File: src/rtl/drum_pkg.sv
// Shared helpers and default-configuration types for the DRUM approximate multiplier.
package drum_pkg;

  localparam int unsigned MAX_W     = 64;
  localparam int unsigned DEF_WIDTH = 16;
  localparam int unsigned DEF_K     = 4;

  function automatic int unsigned clog2(input int unsigned v);
    int unsigned r;
    r = 0;
    for (int unsigned i = 0; i < 32; i++) begin
      if ((64'(1) << i) < 64'(v)) r = i + 1;
    end
    return r;
  endfunction

  typedef logic [clog2(2 * DEF_WIDTH)-1:0] SHW_T;
  typedef logic [DEF_K-1:0]                MANT_T;

  // Position of the most significant set bit; 0 for an all-zero input.
  function automatic int unsigned lod_idx(input logic [MAX_W-1:0] x);
    int unsigned idx;
    idx = 0;
    for (int unsigned i = 0; i < MAX_W; i++) begin
      if (x[i]) idx = i;
    end
    return idx;
  endfunction

endpackage

File: src/rtl/drum_operand_prep.sv
// Per-operand DRUM preparation: magnitude, leading-one detect, K-bit unbiased
// mantissa and truncation shift.
module drum_operand_prep
  import drum_pkg::*;
#(
  parameter int unsigned WIDTH  = 16,
  parameter int unsigned K      = 4,
  parameter bit          SIGNED = 1'b0,
  parameter int unsigned SHW    = clog2(2 * WIDTH)
) (
  input  logic [WIDTH-1:0] x_i,
  output logic [K-1:0]     m_o,
  output logic [SHW-1:0]   sh_o,
  output logic             sgn_o
);

  logic [WIDTH-1:0] ux;
  int unsigned      k;

  always_comb begin
    sgn_o = 1'b0;
    ux    = x_i;
    k     = 0;
    m_o   = '0;
    sh_o  = '0;
    if (SIGNED && x_i[WIDTH-1]) begin
      sgn_o = 1'b1;
      ux    = -x_i;
    end
    k = lod_idx(MAX_W'(ux));
    // Large operands keep the K bits under the leading one with the LSB forced to 1.
    if (k >= K) begin
      sh_o = SHW'(k - (K - 1));
      m_o  = K'(ux >> (k - (K - 1))) | K'(1);
    end else begin
      m_o = ux[K-1:0];
    end
  end

endmodule

File: src/rtl/drum_pipe_mult.sv
// Three-stage DRUM approximate multiplier with valid/ready flow control and a
// tag sideband; stalls propagate combinationally back to in_ready_o.
module drum_pipe_mult
  import drum_pkg::*;
#(
  parameter int unsigned WIDTH  = 16,
  parameter int unsigned K      = 4,
  parameter bit          SIGNED = 1'b0,
  parameter int unsigned TAG_W  = 4
) (
  input  logic               clk,
  input  logic               rst_n,
  input  logic               in_valid_i,
  output logic               in_ready_o,
  input  logic [WIDTH-1:0]   in_a_i,
  input  logic [WIDTH-1:0]   in_b_i,
  input  logic [TAG_W-1:0]   in_tag_i,
  output logic               out_valid_o,
  input  logic               out_ready_i,
  output logic [2*WIDTH-1:0] out_r_o,
  output logic [TAG_W-1:0]   out_tag_o,
  output logic               busy_o
);

  localparam int unsigned RW  = 2 * WIDTH;
  localparam int unsigned PW  = 2 * K;
  localparam int unsigned SHW = clog2(2 * WIDTH);

  logic [K-1:0]   m_a, m_b;
  logic [SHW-1:0] sh_a, sh_b;
  logic           sgn_a, sgn_b;

  logic           v1_q, v2_q, v3_q, v1_d, v2_d, v3_d;
  logic           ld1, ld2, ld3;
  logic [K-1:0]   ma_q, mb_q;
  logic [SHW-1:0] sha_q, shb_q;
  logic           sgn1_q, sgn2_q;
  logic [TAG_W-1:0] tag1_q, tag2_q, tag3_q;
  logic [PW-1:0]  prod_q, prod_d;
  logic [SHW-1:0] shift_q, shift_d;
  logic [RW-1:0]  mag, r_q, r_d;

  drum_operand_prep #(.WIDTH(WIDTH), .K(K), .SIGNED(SIGNED), .SHW(SHW)) u_prep_a (
    .x_i  (in_a_i),
    .m_o  (m_a),
    .sh_o (sh_a),
    .sgn_o(sgn_a)
  );

  drum_operand_prep #(.WIDTH(WIDTH), .K(K), .SIGNED(SIGNED), .SHW(SHW)) u_prep_b (
    .x_i  (in_b_i),
    .m_o  (m_b),
    .sh_o (sh_b),
    .sgn_o(sgn_b)
  );

  // A stage may load when empty or when its content moves on this edge.
  always_comb begin
    ld3     = !v3_q || out_ready_i;
    ld2     = !v2_q || ld3;
    ld1     = !v1_q || ld2;
    v1_d    = ld1 ? in_valid_i : v1_q;
    v2_d    = ld2 ? v1_q : v2_q;
    v3_d    = ld3 ? v2_q : v3_q;
    prod_d  = PW'(ma_q) * PW'(mb_q);
    shift_d = sha_q + shb_q;
    mag     = RW'(prod_q) << shift_q;
    r_d     = sgn2_q ? -mag : mag;
  end

  always_ff @(posedge clk or negedge rst_n) begin
    if (!rst_n) begin
      v1_q    <= 1'b0;
      v2_q    <= 1'b0;
      v3_q    <= 1'b0;
      ma_q    <= '0;
      mb_q    <= '0;
      sha_q   <= '0;
      shb_q   <= '0;
      sgn1_q  <= 1'b0;
      tag1_q  <= '0;
      prod_q  <= '0;
      shift_q <= '0;
      sgn2_q  <= 1'b0;
      tag2_q  <= '0;
      r_q     <= '0;
      tag3_q  <= '0;
    end else begin
      v1_q <= v1_d;
      v2_q <= v2_d;
      v3_q <= v3_d;
      if (ld1 && in_valid_i) begin
        ma_q   <= m_a;
        mb_q   <= m_b;
        sha_q  <= sh_a;
        shb_q  <= sh_b;
        sgn1_q <= sgn_a ^ sgn_b;
        tag1_q <= in_tag_i;
      end
      if (ld2 && v1_q) begin
        prod_q  <= prod_d;
        shift_q <= shift_d;
        sgn2_q  <= sgn1_q;
        tag2_q  <= tag1_q;
      end
      if (ld3 && v2_q) begin
        r_q    <= r_d;
        tag3_q <= tag2_q;
      end
    end
  end

  assign in_ready_o  = ld1;
  assign out_valid_o = v3_q;
  assign out_r_o     = r_q;
  assign out_tag_o   = tag3_q;
  assign busy_o      = v1_q | v2_q | v3_q;

endmodule

File: config.mk
export PLATFORM = sky130hd
export DESIGN_NAME = drum_pipe_mult
export DESIGN_NICKNAME = d
export VERILOG_FILES = /design/src/rtl/drum_pkg.sv /design/src/rtl/drum_operand_prep.sv /design/src/rtl/drum_pipe_mult.sv
export SDC_FILE = /design/constraint.sdc
export NUM_CORES = 1
export LEC_CHECK = 0
export ABC_AREA = 0
export CORE_UTILIZATION = 60
export CTS_CLUSTER_DIAMETER = 80
export DETAILED_ROUTE_END_ITERATION = 7
export DONT_BUFFER_PORTS = 1
export GPL_ROUTABILITY_DRIVEN = 0
export HOLD_SLACK_MARGIN = 0.08
export PLACE_DENSITY = 0.74
export SETUP_SLACK_MARGIN = 0.1
export SYNTH_ARGS = -nofsm -noshare
export SYNTH_HDL_FRONTEND = slang
export SYNTH_SLANG_ARGS = --single-unit
File: constraint.sdc
create_clock -name clk -period 3.46 [get_ports clk]
set_input_delay 0.692 -clock clk [delete_from_list [all_inputs] [get_ports clk]]
set_output_delay 0.692 -clock clk [all_outputs]
set_load 0.005 [all_outputs]
Figure 1. Port wiring.
Drawn at 4 px/um.
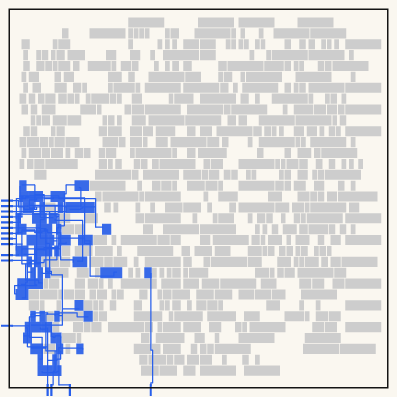
[blue] in_a_i | bits: 16 | direction: input | edge: 12 left, 4 bottom | end cells: 57 | wire: 641 um
I/O pin cnt: 79
port bufs: 0

Figure 2. The clock network.
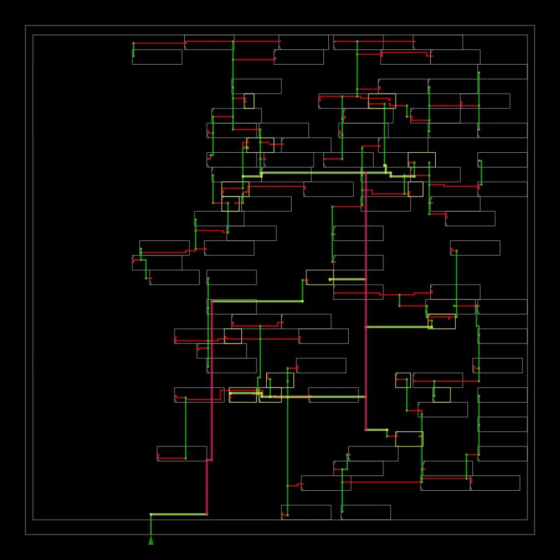
power consumed by the clock network: 0.631 mW
clock latency on the worst-skew pair: 0.36 ns
number of buffers added by the clock tree synthesis step: 9
Clock Sinks: 78
sequential cell count of the final layout: 78

Figure 3. Local utilization.
Drawn at 3 px/um. 9 x 9 tiles, from dark purple (low) to yellow (high), 0 to 100% covered.
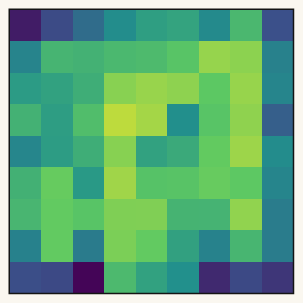
tiles over 75% full: 27%
fullest tile: 90%
nearly empty tiles: 1.2%
mean over tiles: 59%

Figure 4. Sequential cells grouped by signal name.
Drawn at 4 px/um. Other sequential cells in the stronger grey, the rest of the logic in the fainter grey.
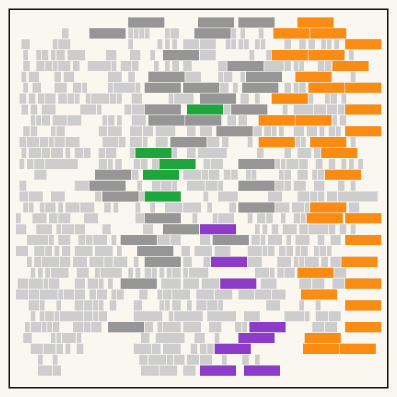
[orange] out_r_o | flops: 32 | where: a column on the right
[green] shb_q | flops: 5 | where: centre
[purple] prod_q | flops: 8 | where: bottom centre
not coloured: 33

==> impl_metrics.json <==
{
  "asyncSetResetFlopFracSynth_pct": 100,
  "antenna-diode-count": 0,
  "cts_tree": "done",
  "pre_cts_slack_ns": 0.163,
  "outcome": "finished clean",
  "crit_path_frequent_cell": "sky130_fd_sc_hd__a21o_1",
  "fmax_mhz": 332,
  "hp-class": "in -> async",
  "cts_max_level": 3,
  "comb_power_share_pct": 37.2,
  "finalHoldViolations": 0,
  "clk_pin_slew_ns": 0.08,
  "finalWorstSetupSlack_ns": 0.446,
  "cp_data_arrival_time_ns": 3.22,
  "area_growth_pct": 5.71,
  "timing.critical_path.required_ns": 3.67,
  "globalRouteMet1Util_pct": 30.3,
  "regArea_um2": 1950,
  "placementRows": 33,
  "met2_track_utilization_from_global_routing_pct": 47.0,
  "fin_crit_sh_pct": 87.1,
  "clkPwrFrac_pct": 19.0,
  "timing.critical_path.slowest_stage_cell": "sky130_fd_sc_hd__fa_1",
  "routed.top_layer": "met4",
  "tightestPinTransition_ns": 0.790,
  "slew_headroom_pct": 47.2,
  "route.detailed.vias_per_inst": 6.21,
  "floorplan.die.width_um": 94.2,
  "synthAdderAreaFrac_pct": 6.86,
  "grt_overflow": 0,
  "detail_route.iter0.violations": 149
}
path summary, 6_finish.rpt:
path	endpoint	slack (ns)	cells past startpoint
max	prod_q[7]	0.45	11
min	out_r_o[16]	0.20	1
max reg2reg	prod_q[7]	0.45	11
min reg2reg	out_tag_o[3]	0.47	2
max in group asynchronous	tag2_q[3]	2.92	1
min in group clk	tag1_q[0]	0.44	2
state kept, by name (all words and copies together) (netlist names), 4 cells and up:
name       count
prod_q         8
shb_q          5
out_r_o       32
tag2_q         4
mb_q           4
shift_q        5
tag1_q         4
sha_q          5
out_tag_o      4
ma_q           4
Yosys cell counts, drive strengths merged, types with 7 or more instances:
| master | n | area, um2 |
|---|---|---|
| clkbuf | 17 | 73.8 |
| o21ai | 48 | 240 |
| a31oi | 8 | 56.3 |
| nand3 | 9 | 45.0 |
| nor2b | 8 | 50.1 |
| nand2 | 93 | 349 |
| inv | 24 | 90.1 |
| a21oi | 27 | 139 |
| buf | 7 | 72.6 |
| a21o | 7 | 52.6 |
| mux2 | 11 | 124 |
| a22o | 10 | 87.6 |
| mux2i | 25 | 250 |
| ha | 20 | 250 |
| dfrtp | 78 | 1950 |
| and2 | 19 | 120 |
| nor3 | 12 | 60.1 |
| nor2 | 54 | 203 |
final cells by class:
| type | instances | share of cell area, % |
|---|---|---|
| clock buffers | 9 | 2.30 |
| clock inverters | 7 | 1.07 |
| inverters | 25 | 1.74 |
| multi-input cells | 447 | 54.0 |
| flip-flops and latches | 78 | 36.2 |
| well taps | 105 | 2.43 |
| repair buffers | 14 | 2.32 |
power groups by stage:
stage	Sequential (mW)	Combinational (mW)	Clock, mW
2_1_floorplan	1.33	1.04	0
3_3_place_gp	1.46	1.16	0
3_5_place_dp	1.47	1.20	0
4_1_cts	1.45	1.23	0.644
5_1_grt	1.50	1.39	0.680
6_report	1.45	1.23	0.631
Power is estimated from default activity; no workload was simulated.
